File: src/rtl/pwm_a_pos_pkg.sv
`default_nettype none
// ============================================================================
// Module   : pwm_a_pos_pkg
// Purpose  : Shared servo PWM constants and decoder state encoding. The angle
//            generator and the position decoder both draw MIN_WIDTH/STEP from
//            here so encode and decode stay in step.
// Contents : SERVO_* timing constants, max_width() helper, pwm_state_t enum.
// Revision : 1.0 - initial release
// ============================================================================
package pwm_a_pos_pkg;

  localparam int SERVO_MIN_WIDTH   = 25000;    // clocks for POS=0 (0.5 ms @ 50 MHz)
  localparam int SERVO_STEP        = 392;      // clocks per POS LSB
  localparam int SERVO_PERIOD      = 1000000;  // 20 ms frame @ 50 MHz
  localparam int SERVO_LOST_CYCLES = 2000000;  // two frames without a rise
  localparam int SERVO_WIDTH_W     = 17;
  localparam int SERVO_LOST_W      = 21;

  // Widest pulse that still decodes to a legal code (POS=255 plus remainder).
  function automatic int max_width(input int min_w, input int step);
    return min_w + 256 * step - 1;
  endfunction

  localparam int SERVO_MAX_WIDTH = max_width(SERVO_MIN_WIDTH, SERVO_STEP);

  typedef enum logic [1:0] {
    ST_IDLE = 2'd0,
    ST_HIGH = 2'd1,
    ST_CONV = 2'd2,
    ST_DONE = 2'd3
  } pwm_state_t;

endpackage : pwm_a_pos_pkg
`default_nettype wire

File: src/rtl/pwm_a_pos_divisor.sv
`default_nettype none
// ============================================================================
// Module   : pos_divisor
// Purpose  : 8-step restoring divider, rem / STEP -> 8-bit quotient, one
//            quotient bit per cycle starting at the MSB.
// Ports    : clk, rst_n      - clock, async active-low reset
//            i_start         - load i_rem and begin (one cycle)
//            i_rem           - dividend (already offset by MIN_WIDTH)
//            o_q             - quotient, final value valid while o_done=1
//            o_done          - high in the 8th cycle after i_start
// Revision : 1.0 - initial release
// ============================================================================
module pos_divisor
  import pwm_a_pos_pkg::*;
#(
  parameter int STEP    = SERVO_STEP,
  parameter int WIDTH_W = SERVO_WIDTH_W
) (
  input  logic               clk,
  input  logic               rst_n,
  input  logic               i_start,
  input  logic [WIDTH_W-1:0] i_rem,
  output logic [7:0]         o_q,
  output logic               o_done
);

  // Extra headroom so STEP<<7 never wraps for any legal STEP.
  localparam int DW = WIDTH_W + 8;

  logic [WIDTH_W-1:0] r_rem;
  logic [7:0]         r_q;
  logic [2:0]         r_idx;
  logic               r_busy;

  logic [DW-1:0]      w_sub;
  logic               w_ge;
  logic [WIDTH_W-1:0] w_rem_next;
  logic [7:0]         w_q_next;

  always_comb begin
    w_sub      = DW'(STEP) << r_idx;
    w_ge       = ({8'd0, r_rem} >= w_sub);
    // When w_ge holds, w_sub <= r_rem so its upper bits are zero.
    w_rem_next = w_ge ? (r_rem - w_sub[WIDTH_W-1:0]) : r_rem;
    w_q_next   = r_q | (8'(w_ge) << r_idx);
  end

  // The last bit is folded in combinationally so the result is usable in the
  // same cycle o_done is high.
  assign o_q    = w_q_next;
  assign o_done = r_busy && (r_idx == 3'd0);

  always_ff @(posedge clk or negedge rst_n) begin
    if (!rst_n) begin
      r_rem  <= '0;
      r_q    <= 8'd0;
      r_idx  <= 3'd0;
      r_busy <= 1'b0;
    end else if (i_start) begin
      r_rem  <= i_rem;
      r_q    <= 8'd0;
      r_idx  <= 3'd7;
      r_busy <= 1'b1;
    end else if (r_busy) begin
      r_rem <= w_rem_next;
      r_q   <= w_q_next;
      if (r_idx == 3'd0) begin
        r_busy <= 1'b0;
      end else begin
        r_idx <= r_idx - 3'd1;
      end
    end
  end

endmodule : pos_divisor
`default_nettype wire

File: src/rtl/pwm_a_pos.sv
`default_nettype none
// ============================================================================
// Module   : pwm_a_pos
// Purpose  : Servo PWM pulse-width decoder. Measures the high time of each
//            pulse and converts it back to the 8-bit position code
//            (width = MIN_WIDTH + POS*STEP). Flags out-of-range / stuck-high
//            pulses and loss of signal.
// Ports    : clk          - system clock
//            rst_n        - asynchronous active-low reset
//            i_pwm_in     - asynchronous PWM input
//            o_pos[7:0]   - last decoded position
//            o_valid      - one-cycle pulse when o_pos is updated
//            o_range_err  - one-cycle pulse: short, long or stuck-high pulse
//            o_lost       - level: no rising edge for LOST_CYCLES
// Revision : 1.0 - initial release
// ============================================================================
module pwm_a_pos
  import pwm_a_pos_pkg::*;
#(
  parameter int MIN_WIDTH   = SERVO_MIN_WIDTH,
  parameter int STEP        = SERVO_STEP,
  parameter int WIDTH_W     = SERVO_WIDTH_W,
  parameter int LOST_CYCLES = SERVO_LOST_CYCLES,
  parameter int LOST_W      = SERVO_LOST_W
) (
  input  logic       clk,
  input  logic       rst_n,
  input  logic       i_pwm_in,
  output logic [7:0] o_pos,
  output logic       o_valid,
  output logic       o_range_err,
  output logic       o_lost
);

  localparam logic [WIDTH_W-1:0] c_min_width = WIDTH_W'(MIN_WIDTH);
  localparam logic [WIDTH_W-1:0] c_max_width = WIDTH_W'(max_width(MIN_WIDTH, STEP));
  localparam logic [WIDTH_W-1:0] c_cnt_sat   = {WIDTH_W{1'b1}};
  localparam logic [LOST_W-1:0]  c_lost      = LOST_W'(LOST_CYCLES);

  // --------------------------------------------------------------------------
  // Input synchronizer and edge detection
  // --------------------------------------------------------------------------
  logic       r_sync1;
  logic       r_sync2;
  logic       r_prev;
  logic [1:0] r_fill;
  logic       r_armed;
  logic       w_rise;
  logic       w_fall;

  // r_sync2 reads a reset value (0) until the pipeline has refilled. Edges are
  // only trusted once a genuine low has been seen after that, so a pulse that
  // was already high when reset released is never taken as a fresh rise.
  always_ff @(posedge clk or negedge rst_n) begin
    if (!rst_n) begin
      r_sync1 <= 1'b0;
      r_sync2 <= 1'b0;
      r_prev  <= 1'b0;
      r_fill  <= 2'd0;
      r_armed <= 1'b0;
    end else begin
      r_sync1 <= i_pwm_in;
      r_sync2 <= r_sync1;
      r_prev  <= r_sync2;
      if (r_fill != 2'd2) begin
        r_fill <= r_fill + 2'd1;
      end
      if ((r_fill == 2'd2) && !r_sync2) begin
        r_armed <= 1'b1;
      end
    end
  end

  assign w_rise = r_armed &  r_sync2 & ~r_prev;
  assign w_fall = r_armed & ~r_sync2 &  r_prev;

  // --------------------------------------------------------------------------
  // Loss-of-signal watchdog
  // --------------------------------------------------------------------------
  logic [LOST_W-1:0] r_wd;
  logic [LOST_W-1:0] w_wd_next;
  logic              r_lost;

  always_comb begin
    if (w_rise) begin
      w_wd_next = '0;
    end else if (r_wd == c_lost) begin
      w_wd_next = r_wd;
    end else begin
      w_wd_next = r_wd + LOST_W'(1);
    end
  end

  // r_lost mirrors (r_wd == c_lost) but comes straight from a flop.
  always_ff @(posedge clk or negedge rst_n) begin
    if (!rst_n) begin
      r_wd   <= '0;
      r_lost <= 1'b0;
    end else begin
      r_wd   <= w_wd_next;
      r_lost <= (w_wd_next == c_lost);
    end
  end

  // --------------------------------------------------------------------------
  // Width measurement FSM
  // --------------------------------------------------------------------------
  pwm_state_t         r_state;
  logic [WIDTH_W-1:0] r_cnt;
  logic [WIDTH_W-1:0] r_width;
  logic [7:0]         r_pos;
  logic               r_valid;
  logic               r_range_err;

  logic               w_div_start;
  logic [WIDTH_W-1:0] w_div_rem;
  logic [7:0]         w_div_q;
  logic               w_div_done;

  // The divider is loaded on the fall cycle straight from the live counter so
  // its 8 steps line up with the 8 CONV cycles. Short pulses wrap here, but
  // their result is overridden by the clamp below.
  assign w_div_start = (r_state == ST_HIGH) && w_fall;
  assign w_div_rem   = r_cnt - c_min_width;

  pos_divisor #(
    .STEP    (STEP),
    .WIDTH_W (WIDTH_W)
  ) u_div (
    .clk     (clk),
    .rst_n   (rst_n),
    .i_start (w_div_start),
    .i_rem   (w_div_rem),
    .o_q     (w_div_q),
    .o_done  (w_div_done)
  );

  always_ff @(posedge clk or negedge rst_n) begin
    if (!rst_n) begin
      r_state     <= ST_IDLE;
      r_cnt       <= '0;
      r_width     <= '0;
      r_pos       <= 8'd0;
      r_valid     <= 1'b0;
      r_range_err <= 1'b0;
    end else begin
      r_valid     <= 1'b0;
      r_range_err <= 1'b0;
      case (r_state)
        ST_IDLE: begin
          if (w_rise) begin
            r_cnt   <= WIDTH_W'(1);
            r_state <= ST_HIGH;
          end
        end
        ST_HIGH: begin
          if (w_fall) begin
            r_width <= r_cnt;
            r_state <= ST_CONV;
          end else if (r_cnt == c_cnt_sat) begin
            // Stuck high: abandon the pulse. IDLE needs a new low-to-high.
            r_range_err <= 1'b1;
            r_state     <= ST_IDLE;
          end else begin
            r_cnt <= r_cnt + WIDTH_W'(1);
          end
        end
        ST_CONV: begin
          if (w_div_done) begin
            r_valid <= 1'b1;
            if (r_width < c_min_width) begin
              r_pos       <= 8'd0;
              r_range_err <= 1'b1;
            end else if (r_width > c_max_width) begin
              r_pos       <= 8'd255;
              r_range_err <= 1'b1;
            end else begin
              r_pos <= w_div_q;
            end
            r_state <= ST_DONE;
          end
        end
        ST_DONE: begin
          r_state <= ST_IDLE;
        end
        default: begin
          r_state <= ST_IDLE;
        end
      endcase
    end
  end

  assign o_pos       = r_pos;
  assign o_valid     = r_valid;
  assign o_range_err = r_range_err;
  assign o_lost      = r_lost;

endmodule : pwm_a_pos
`default_nettype wire

File: config.mk
export PLATFORM = sky130hd
export DESIGN_NAME = pwm_a_pos
export DESIGN_NICKNAME = d
export VERILOG_FILES = /design/src/rtl/pwm_a_pos_pkg.sv /design/src/rtl/pwm_a_pos_divisor.sv /design/src/rtl/pwm_a_pos.sv
export SDC_FILE = /design/constraint.sdc
export NUM_CORES = 1
export LEC_CHECK = 0
export CORE_ASPECT_RATIO = 1.4
export CORE_MARGIN = 2
export CORE_UTILIZATION = 50
export CTS_BUF_LIST = sky130_fd_sc_hd__clkbuf_2 sky130_fd_sc_hd__clkbuf_4 sky130_fd_sc_hd__clkbuf_8
export DETAILED_ROUTE_END_ITERATION = 16
export GPL_ROUTABILITY_DRIVEN = 0
export MAX_ROUTING_LAYER = met4
export PLACE_DENSITY = 0.78
export SLEW_MARGIN = 25
export SYNTH_ARGS = -nofsm -noshare
export SYNTH_HDL_FRONTEND = slang
export SYNTH_HIERARCHICAL = 1
export SYNTH_SLANG_ARGS = --single-unit
File: constraint.sdc
create_clock -name clk -period 3.6 [get_ports clk]
set_input_delay 1.08 -clock clk [delete_from_list [all_inputs] [get_ports clk]]
set_output_delay 1.08 -clock clk [all_outputs]
set_load 0.03 [all_outputs]
Figure 1. Met1 routing (run 1).
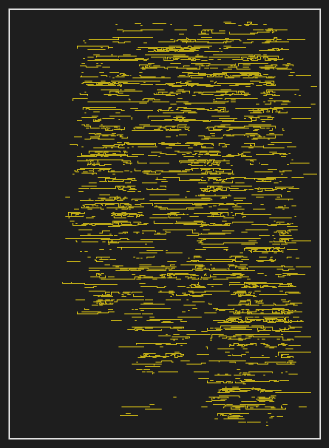
share of all routed wire: 41%
main direction: horizontal
longest straight run: 19.3 um
wire length on this layer: 5050 um

Figure 2. Routing congestion map (run 1).
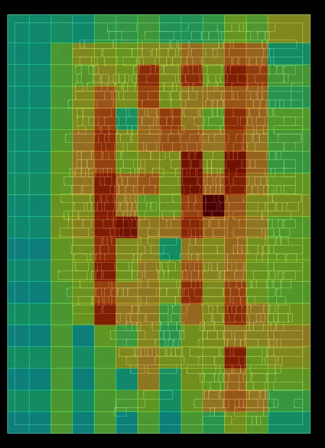
Top Usage Layer GRT: met2
fin util: 54.8%

Figure 3. Nets reached from selected ports (run 1).
Scale bar: 20 um.
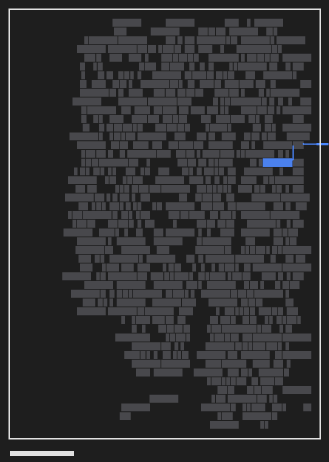
| colour | port | direction | edge | end cells | buffers | wire |
|---|---|---|---|---|---|---|
| blue | `o_valid` | output | east | 1 | 1 | 9.60 um |

run 1: registers in the layout (all words and copies together), names as in the netlist, 2 cells and up, named ones only:
signal / count
r_fill: 2
u_div/r_idx: 3
r_wd: 21
u_div/r_q: 8
u_div/r_rem: 17
r_width: 14
o_pos: 8
r_cnt: 17
run 1: worst max path at each step:
stage,start,to,slack (ns),depth (start not counted)
after floorplan,u_div/r_idx[1],o_pos[6],0.59,13
after global placement,u_div/r_idx[1],u_div/r_rem[10],0.38,10
after detailed placement,u_div/r_idx[1],u_div/r_rem[10],0.24,10
after CTS,u_div/r_idx[1],u_div/r_rem[10],0.19,10
after global routing,u_div/r_idx[0],o_pos[6],0.08,11
final,u_div/r_idx[0],u_div/r_rem[10],0.25,10
==> reports/metrics.yaml, run 1 <==
rr_worst_depth: 10
setup_viol: 0
pre_cts_slack_ns: 0.239
clkPwrFrac_pct: 17.0
cts_buffers: 9
cp_data_arrival_time_ns: 3.64
ioPinCount: 14
xor_area_share_pct: 7.50
grt_use_total_pct: 20.8
ff2ff_setup_slack_ns: 0.25
drcViolationCount: 0
mux_share_pct: 3.78
p_per_area_nw_per_um2: 789
finalNonFillerCells: 781
grt_use_met3_pct: 2.71
worstMarginPinSlew_ns: 0.929
clock-sinks: 100
seq_power_share_pct: 30.8
htreeDepth: 3
fp_util_pct: 50.9
buffers: 18
synth_nets: 666
drt-wirelength-per-cell_um: 15.7
antennaDiodeCount: 0
die_w_um: 96.3
fin_setup_tns_ns: 0
place_area_sq_um: 6160
ctsHoldBuffers: 0
ff_type: "dfrtp_1"
cts-root-buf: "clkbuf_8"
required_ns: 3.89
status: "finished clean"
powerSeq_mw: 1.56
p_comb_mw: 2.64
final_cell_mix: "dfrtp_1, nor2_1, nand2_1"
cp_max_fo: 18
vias: 4570
die_area_sq_um: 12800
seq_share_pct: 39.1
--- run 2 (diff from run 1) ---
==> constraint.sdc (replaced) <==
create_clock -name clk -period 3.71 [get_ports clk]
set_input_delay 1.113 -clock clk [delete_from_list [all_inputs] [get_ports clk]]
set_output_delay 1.113 -clock clk [all_outputs]
set_load 0.03 [all_outputs]
Figure 4. Routing congestion map (run 2).
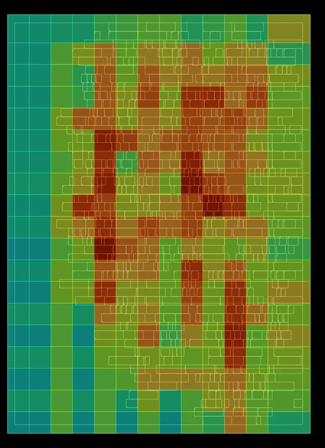
met2 GRT Util: 35.8%
grt met3 use: 3.73%
fin util: 54.3%

==> run 2 against run 1 <==
Effect of this change:
- cell area is 0.86% lower
- largest power group unchanged
- final cell count stayed put
- wire length is 1.4% higher
- largest cell class unchanged
- clock-buffer cell count stayed put
- highest routed layer unchanged
- sequential power is 3% lower
- worst setup slack worse by 0.016 ns
- power is 5.6% lower
- clock skew is 0.00092 ns lower
- maximum frequency is 3.6% lower
- global-route usage is 0.50 points higher
- register-to-register slack worse by 0.02 ns
==> reports/metrics.yaml, run 2 <==
ff_type: "dfrtp_1"
die_w_um: 96.3  # unchanged
antennaDiodeCount: 0  # unchanged
final_cell_mix: "dfrtp_1, nor2_1, nand2_1"
gr-max-usage-layer: "met2"
grt_use_total_pct: 21.3  # +0.50 points
cp-endpoint: "u_div/r_rem[10]"
vias: 4553  # -0.37%
setup_viol: 0  # unchanged
cp_max_fo: 18  # unchanged
crit_cells: 10  # unchanged
htreeDepth: 3  # unchanged
xor_area_share_pct: 7.50  # unchanged
p_comb_mw: 2.57  # -3%
powerSeq_mw: 1.51  # -3%
cp_data_arrival_time_ns: 3.78  # +0.14 ns
clock-sinks: 100  # unchanged
place_area_sq_um: 6160  # unchanged
ctsHoldBuffers: 0  # unchanged
ff2ff_setup_slack_ns: 0.23  # -0.02 ns
cts_buffers: 9  # unchanged
seq_power_share_pct: 31.5  # +0.7 points
drt-wirelength-per-cell_um: 15.9  # +1.4%
pre_cts_slack_ns: 0.309  # +0.0703 ns
status: "finished clean"
drcViolationCount: 0  # unchanged
fin_setup_tns_ns: 0  # unchanged
fp_util_pct: 50.9  # unchanged
==> run 2: cell counts after synthesis <==
No cell type changed its count.
==> run 2: cells by family (layout without fill, tap and decap cells) <==
| family | after synthesis | in the layout |
|---|---|---|
| compound gates | 126 | 126 |
| xor+xnor | 51 | 51 |
| fa+ha+maj | 28 | 28 |
| buf+inv | 60 | 59 |
| flops | 100 | 100 |
| mux | 21 | 21 |
| simple gates | 249 | 249 |
==> run 2: final cells by class <==
class                   instances  area, sq um
clock buffers                  10          131
clock inverters                 6         65.1
fillers                      1032         5340
inverters                      25         93.8
multi-input cells             475         3200
flip-flops and latches        100         2500
well taps                     147          184
repair buffers                 18          178
--- run 3 (diff from run 2) ---
--- a/config.mk
+++ b/config.mk
@@ -9,6 +9,7 @@
 export CORE_MARGIN = 2
 export CORE_UTILIZATION = 50
 export CTS_BUF_LIST = sky130_fd_sc_hd__clkbuf_2 sky130_fd_sc_hd__clkbuf_4 sky130_fd_sc_hd__clkbuf_8
+export CTS_CLUSTER_SIZE = 8
 export DETAILED_ROUTE_END_ITERATION = 16
 export GPL_ROUTABILITY_DRIVEN = 0
 export MAX_ROUTING_LAYER = met4
Figure 5. Met1 routing (run 3).
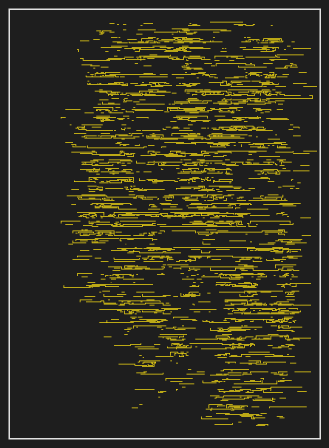
nets with wire on the layer: 609
wire length on this layer: 5150 um
main direction: horizontal
DR vias: 4553
Total Wirelength: 12400 um
GRT met1 Usage: 23.7%

==> run 3 against run 2 <==
Effect of this change:
- die size stayed put
- via count stayed put
- non-clock buffer count stayed put
- final cell count stayed put
- maximum frequency stayed put
- core utilization stayed put
- worst setup slack stayed put
==> reports/metrics.yaml, run 3 <==
drcViolationCount: 0  # unchanged
comb_cells: 475  # unchanged
antennaDiodeCount: 0  # unchanged
fp_util_pct: 50.9  # unchanged
post-route-util_pct: 54.3  # unchanged
cp_data_arrival_time_ns: 3.78  # about the same
n_all_inverters: 25  # unchanged
buffers: 18  # unchanged
seq_area_sq_um: 2500  # unchanged
grt_use_total_pct: 21.3  # unchanged
fin_setup_tns_ns: 0  # unchanged
comb_area_share_pct: 50.4  # unchanged
ff_type: "dfrtp_1"
cp_max_fo: 18  # unchanged
cts_buffers: 9  # unchanged
fillers: 1032  # unchanged
grt_use_met2_pct: 35.8  # unchanged
cp-endpoint: "u_div/r_rem[10]"
bufAreaShareNonClock_pct: 2.79  # unchanged
seq_cells: 100  # unchanged
status: "finished clean"
combGateArea_sq_um: 3200  # unchanged
gr-max-usage-layer: "met2"
clk_share_pct: 3.09  # unchanged
drt-wirelength-per-cell_um: 15.9  # unchanged
clock-sinks: 100  # unchanged
die_height_um: 133
dominant_cells: "multi-input combinational cells"
setup_viol: 0  # unchanged
ff2ff_setup_slack_ns: 0.23  # about the same
ctsHoldBuffers: 0  # unchanged
grt_use_met3_pct: 3.73  # unchanged
clock_buffers: 10  # unchanged
pre_cts_slack_ns: 0.309  # unchanged
n_tap_cell: 147  # unchanged
final_cell_mix: "dfrtp_1, nor2_1, nand2_1"
==> run 3: routing by layer <==
| metal | share of wire (%) | vias to the layer above |
|---|---|---|
| met4 | 3.8 | 0 |
| met3 | 2.8 | 31 |
| met1 | 41 | 2209 |
| met2 | 52 | 89 |
| met5 | 0 | - |
| li1 | - | 2224 |
==> run 3: power breakdown <==
group	internal [mW]	switching, mW	total (mW)
clock network	0.319	0.382	0.701
registers	1.30	0.207	1.51
logic	1.09	1.47	2.57
==> run 3: critical path: stages, from the launching register on <==
cell and delay [ns]:
dfrtp_1 0.54, inv_1 0.17, ha_1 0.25, a21boi_0 0.30, ha_1 0.37, a21o_1 0.22, a21oi_1 0.31, a2bb2oi_2 0.32
a31oi_4 0.31, or3b_2 0.53, o211ai_2 0.08
Power figures rest on the tool's default switching activity, not on a simulated workload.
